===== config.mk =====
export PLATFORM = sky130hd
export DESIGN_NAME = gpio_input_conditioner_flat
export DESIGN_NICKNAME = d
export VERILOG_FILES = /design/src/rtl/gpio_input_conditioner_pkg.sv /design/src/rtl/gpio_input_conditioner_if.sv /design/src/rtl/gpio_input_conditioner_checker.sv /design/src/rtl/gpio_input_conditioner_debounce.sv /design/src/rtl/gpio_input_conditioner.sv /design/src/flat_wrapper.sv
export SDC_FILE = /design/constraint.sdc
export NUM_CORES = 1
export LEC_CHECK = 0
export CORE_UTILIZATION = 50
export CTS_BUF_LIST = sky130_fd_sc_hd__clkbuf_8
export DETAILED_ROUTE_END_ITERATION = 12
export MAX_ROUTING_LAYER = met4
export PLACE_DENSITY = 0.64
export SYNTH_ARGS = -nofsm -noshare
export SYNTH_HDL_FRONTEND = slang
export SYNTH_SLANG_ARGS = --single-unit

===== constraint.sdc =====
create_clock -name clk -period 3.1 [get_ports clk]
set_input_delay 0.31 -clock clk [delete_from_list [all_inputs] [get_ports clk]]
set_output_delay 0.31 -clock clk [all_outputs]
set_load 0.01 [all_outputs]

===== src/rtl/gpio_input_conditioner_pkg.sv =====
// Shared types and defaults for the GPIO input conditioner and its per-bit debouncer.
package gpio_pkg;

  typedef enum logic [0:0] {
    STABLE   = 1'b0,
    CHANGING = 1'b1
  } deb_state_t;

  localparam int GPIO_WIDTH              = 8;
  localparam int DEFAULT_SYNC_STAGES     = 2;
  localparam int DEFAULT_DEBOUNCE_CYCLES = 50000;

  // Counter width that still holds DEBOUNCE_CYCLES-1, never narrower than one bit.
  function automatic int cnt_width(input int cycles);
    return (cycles > 2) ? $clog2(cycles) : 1;
  endfunction

endpackage


===== src/rtl/gpio_input_conditioner_if.sv =====
// Pad-side and datapath-side signals of the GPIO input conditioner.
interface gpio_input_conditioner_if
  import gpio_pkg::*;
#(
  parameter int WIDTH = GPIO_WIDTH
);

  logic [WIDTH-1:0] pad_i;
  logic             clear_i;
  logic [WIDTH-1:0] gpio_o;
  logic [WIDTH-1:0] rise_o;
  logic [WIDTH-1:0] fall_o;
  logic             changed_o;

  modport master (
    output pad_i,
    output clear_i,
    input  gpio_o,
    input  rise_o,
    input  fall_o,
    input  changed_o
  );

  modport slave (
    input  pad_i,
    input  clear_i,
    output gpio_o,
    output rise_o,
    output fall_o,
    output changed_o
  );

endinterface


===== src/rtl/gpio_input_conditioner_checker.sv =====
// Output invariants of the GPIO input conditioner, bound in by the top level.
module gpio_input_conditioner_checker #(
  parameter int WIDTH = 8
) (
  input logic             clk,
  input logic             reset,
  input logic [WIDTH-1:0] gpio,
  input logic [WIDTH-1:0] rise,
  input logic [WIDTH-1:0] fall,
  input logic             changed
);

  localparam logic [WIDTH-1:0] ZERO = {WIDTH{1'b0}};

  a_rise_fall_exclusive: assert property (@(posedge clk) disable iff (!reset)
    ((rise & fall) == ZERO));

  a_rise_matches_level: assert property (@(posedge clk) disable iff (!reset)
    ((rise & ~gpio) == ZERO));

  a_fall_matches_level: assert property (@(posedge clk) disable iff (!reset)
    ((fall & gpio) == ZERO));

  a_pulse_sets_changed: assert property (@(posedge clk) disable iff (!reset)
    ((|(rise | fall)) |-> changed));

endmodule


===== src/rtl/gpio_input_conditioner_debounce.sv =====
// One GPIO bit: synchroniser chain, STABLE/CHANGING debounce FSM and edge pulses.
module gpio_debounce_bit
  import gpio_pkg::*;
#(
  parameter int SYNC_STAGES     = DEFAULT_SYNC_STAGES,
  parameter int DEBOUNCE_CYCLES = DEFAULT_DEBOUNCE_CYCLES
) (
  input  logic clk,
  input  logic reset,
  input  logic pad,
  output logic level,
  output logic rise,
  output logic fall,
  output logic accept
);

  localparam int CNT_W = cnt_width(DEBOUNCE_CYCLES);
  localparam logic [CNT_W-1:0] CNT_ZERO = {CNT_W{1'b0}};
  localparam logic [CNT_W-1:0] CNT_ONE  = CNT_W'(1);
  localparam logic [CNT_W-1:0] CNT_MAX  = CNT_W'(DEBOUNCE_CYCLES - 1);

  logic [SYNC_STAGES-1:0] sync_r;
  logic                   s_s;
  deb_state_t             state_r;
  deb_state_t             state_nxt_s;
  logic [CNT_W-1:0]       cnt_r;
  logic [CNT_W-1:0]       cnt_nxt_s;
  logic                   level_r;
  logic                   rise_r;
  logic                   fall_r;
  logic                   accept_s;

  assign s_s = sync_r[SYNC_STAGES-1];

  // Synchroniser shift chain; bit 0 is the first flop after the pad.
  always_ff @(posedge clk or negedge reset) begin
    if (!reset) begin
      sync_r <= {SYNC_STAGES{1'b0}};
    end else begin
      sync_r <= {sync_r[SYNC_STAGES-2:0], pad};
    end
  end

  // Debounce next-state: a new level must survive DEBOUNCE_CYCLES samples to be accepted.
  always_comb begin
    state_nxt_s = state_r;
    cnt_nxt_s   = cnt_r;
    accept_s    = 1'b0;
    case (state_r)
      STABLE: begin
        if (s_s != level_r) begin
          state_nxt_s = CHANGING;
          cnt_nxt_s   = CNT_ONE;
        end else begin
          state_nxt_s = STABLE;
          cnt_nxt_s   = CNT_ZERO;
        end
      end
      CHANGING: begin
        if (s_s == level_r) begin
          state_nxt_s = STABLE;
          cnt_nxt_s   = CNT_ZERO;
        end else if (cnt_r == CNT_MAX) begin
          accept_s    = 1'b1;
          state_nxt_s = STABLE;
          cnt_nxt_s   = CNT_ZERO;
        end else begin
          state_nxt_s = CHANGING;
          cnt_nxt_s   = cnt_r + CNT_ONE;
        end
      end
      default: begin
        state_nxt_s = STABLE;
        cnt_nxt_s   = CNT_ZERO;
      end
    endcase
  end

  // FSM state and counter registers.
  always_ff @(posedge clk or negedge reset) begin
    if (!reset) begin
      state_r <= STABLE;
      cnt_r   <= CNT_ZERO;
    end else begin
      state_r <= state_nxt_s;
      cnt_r   <= cnt_nxt_s;
    end
  end

  // Accepted level plus rise/fall pulses, all visible in the cycle after acceptance.
  always_ff @(posedge clk or negedge reset) begin
    if (!reset) begin
      level_r <= 1'b0;
      rise_r  <= 1'b0;
      fall_r  <= 1'b0;
    end else if (accept_s) begin
      level_r <= s_s;
      rise_r  <= s_s;
      fall_r  <= ~s_s;
    end else begin
      level_r <= level_r;
      rise_r  <= 1'b0;
      fall_r  <= 1'b0;
    end
  end

  assign level  = level_r;
  assign rise   = rise_r;
  assign fall   = fall_r;
  assign accept = accept_s;

endmodule


===== src/rtl/gpio_input_conditioner.sv =====
// GPIO input conditioner: WIDTH independent debounced bits plus the sticky changed flag.
module gpio_input_conditioner
  import gpio_pkg::*;
#(
  parameter int WIDTH           = GPIO_WIDTH,
  parameter int SYNC_STAGES     = DEFAULT_SYNC_STAGES,
  parameter int DEBOUNCE_CYCLES = DEFAULT_DEBOUNCE_CYCLES
) (
  input logic                     clk,
  input logic                     reset,
  gpio_input_conditioner_if.slave gpio_bus
);

  logic [WIDTH-1:0] level_s;
  logic [WIDTH-1:0] rise_s;
  logic [WIDTH-1:0] fall_s;
  logic [WIDTH-1:0] accept_s;
  logic             changed_r;

  for (genvar i = 0; i < WIDTH; i++) begin : g_bit
    gpio_debounce_bit #(
      .SYNC_STAGES     (SYNC_STAGES),
      .DEBOUNCE_CYCLES (DEBOUNCE_CYCLES)
    ) u_bit (
      .clk    (clk),
      .reset  (reset),
      .pad    (gpio_bus.pad_i[i]),
      .level  (level_s[i]),
      .rise   (rise_s[i]),
      .fall   (fall_s[i]),
      .accept (accept_s[i])
    );
  end

  // Sticky change flag: any acceptance sets it and wins over a same-cycle clear.
  always_ff @(posedge clk or negedge reset) begin
    if (!reset) begin
      changed_r <= 1'b0;
    end else if (|accept_s) begin
      changed_r <= 1'b1;
    end else if (gpio_bus.clear_i) begin
      changed_r <= 1'b0;
    end else begin
      changed_r <= changed_r;
    end
  end

  assign gpio_bus.gpio_o    = level_s;
  assign gpio_bus.rise_o    = rise_s;
  assign gpio_bus.fall_o    = fall_s;
  assign gpio_bus.changed_o = changed_r;

  gpio_input_conditioner_checker #(
    .WIDTH (WIDTH)
  ) u_checker (
    .clk     (clk),
    .reset   (reset),
    .gpio    (level_s),
    .rise    (rise_s),
    .fall    (fall_s),
    .changed (changed_r)
  );

endmodule


===== src/flat_wrapper.sv =====
// flat-port wrapper written by rule: the top's interface ports become plain ports
module gpio_input_conditioner_flat import gpio_pkg::*;
#(
  parameter int WIDTH           = GPIO_WIDTH,
  parameter int SYNC_STAGES     = DEFAULT_SYNC_STAGES,
  parameter int DEBOUNCE_CYCLES = DEFAULT_DEBOUNCE_CYCLES
)
  (clk, reset, gpio_bus_pad_i, gpio_bus_clear_i, gpio_bus_gpio_o, gpio_bus_rise_o, gpio_bus_fall_o, gpio_bus_changed_o);
  gpio_input_conditioner_if #(.WIDTH(WIDTH)) gpio_bus_i ();
  input logic clk;
  input logic reset;
  input wire logic [$bits(gpio_bus_i.pad_i)-1:0] gpio_bus_pad_i;
  input wire logic [$bits(gpio_bus_i.clear_i)-1:0] gpio_bus_clear_i;
  output wire logic [$bits(gpio_bus_i.gpio_o)-1:0] gpio_bus_gpio_o;
  output wire logic [$bits(gpio_bus_i.rise_o)-1:0] gpio_bus_rise_o;
  output wire logic [$bits(gpio_bus_i.fall_o)-1:0] gpio_bus_fall_o;
  output wire logic [$bits(gpio_bus_i.changed_o)-1:0] gpio_bus_changed_o;
  assign gpio_bus_i.pad_i = gpio_bus_pad_i;
  assign gpio_bus_i.clear_i = gpio_bus_clear_i;
  assign gpio_bus_gpio_o = gpio_bus_i.gpio_o;
  assign gpio_bus_rise_o = gpio_bus_i.rise_o;
  assign gpio_bus_fall_o = gpio_bus_i.fall_o;
  assign gpio_bus_changed_o = gpio_bus_i.changed_o;
  gpio_input_conditioner #(.WIDTH(WIDTH), .SYNC_STAGES(SYNC_STAGES), .DEBOUNCE_CYCLES(DEBOUNCE_CYCLES)) u_core (.clk(clk), .reset(reset), .gpio_bus(gpio_bus_i));
endmodule

Fig. 1: ports around the boundary
The bar under the picture is 50 um long. Pins as bars across the die edge, other pins in grey.
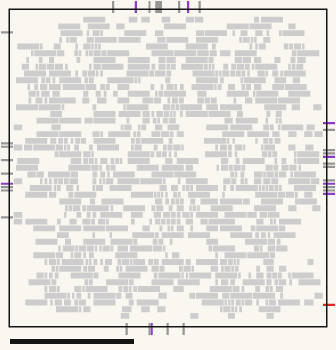
colour	port	pins	direction	edge
red	reset	1	input	right
purple	gpio_bus_fall_o	8	output	4 right, 2 top, 1 bottom, 1 left
port bufs: 35
die boundary height: 127.7 um

==> run notes <==
For reference, the top logic cell family by area is simple AND/OR/NAND/NOR gates. Looking at the clock tree report, the H-tree level count equals 4. Note, the detailed placer reported a final HPWL of 9.547 mm. Summed instance area of the synthesized netlist: 7895 um^2. Across all setup checks in the final design, the least slack found is 0.8144 ns. The final cell area excluding filler cells is 8730 um^2. The region available for standard cell placement spans 15,310 um^2.

The most critical setup path has its endpoint at u_core.gpio_bus.changed_o$_DFFE_PN0P_. The largest area contributor in the synthesized netlist was dfrtp_1. With the initial core utilization at 0.5155, the share of total power in the clock network is 0.381. The clock-pin transition on the worst setup and hold timing paths is 0.09 ns.

For this run, design rule violations remaining after detail routing come to 0. In this run, placement finished with an instance count of 964. The prevailing post-synth register cell is dfrtp_1. The run gives 13.65 um for the per-cell routed wire length. The startpoint of the most critical hold path was gpio_bus_pad_i[2]. Post-synthesis, Yosys gives the total cell area as 7895 um^2. The run finished with clean final reports.

Startpoint kind of the worst setup timing path: a flop. In the Yosys stats the netlist draws on 33 distinct library cells. With the portion of synthesized cell area occupied by the leading cell type at 0.5610, the pin count of the biggest net entering global routing is 68. The async set or reset register ratio after synthesis was 1.000. Counting instances in the post-synthesis netlist gives the leading cell types as 177 x dfrtp_1, 138 x nor2_1, 59 x xnor2_1, 56 x xor2_1, 44 x nand3_1. The OpenROAD report gives the critical path a data arrival time of 2.61 ns.

Along the worst path, the maximum fanout reaches 4. VDD sags by at most 0.3749 mV. The sink count of the clock tree is 177. Ranked by total area, the top cell class in this layout is flip-flops and latches.
Fig. 2: close-up of the layout
The bar under the picture is 5 um long. Window x 54 to 74, y 79 to 99 um. Cells in grey, sequential cells in the stronger grey; small squares are vias.
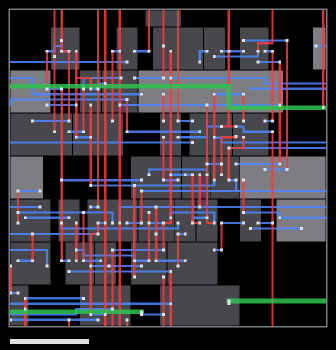
colour	layer
blue	M1
green	M3
red	M2
sequential cells in the window	2
netlist names of flops here include	u_core.g_bit.u_bit.cnt_r (2)
cells with their middle in the window	32
most frequent	nor2_1 (6), xnor2_1 (4)

Power is estimated from default activity; no workload was simulated.
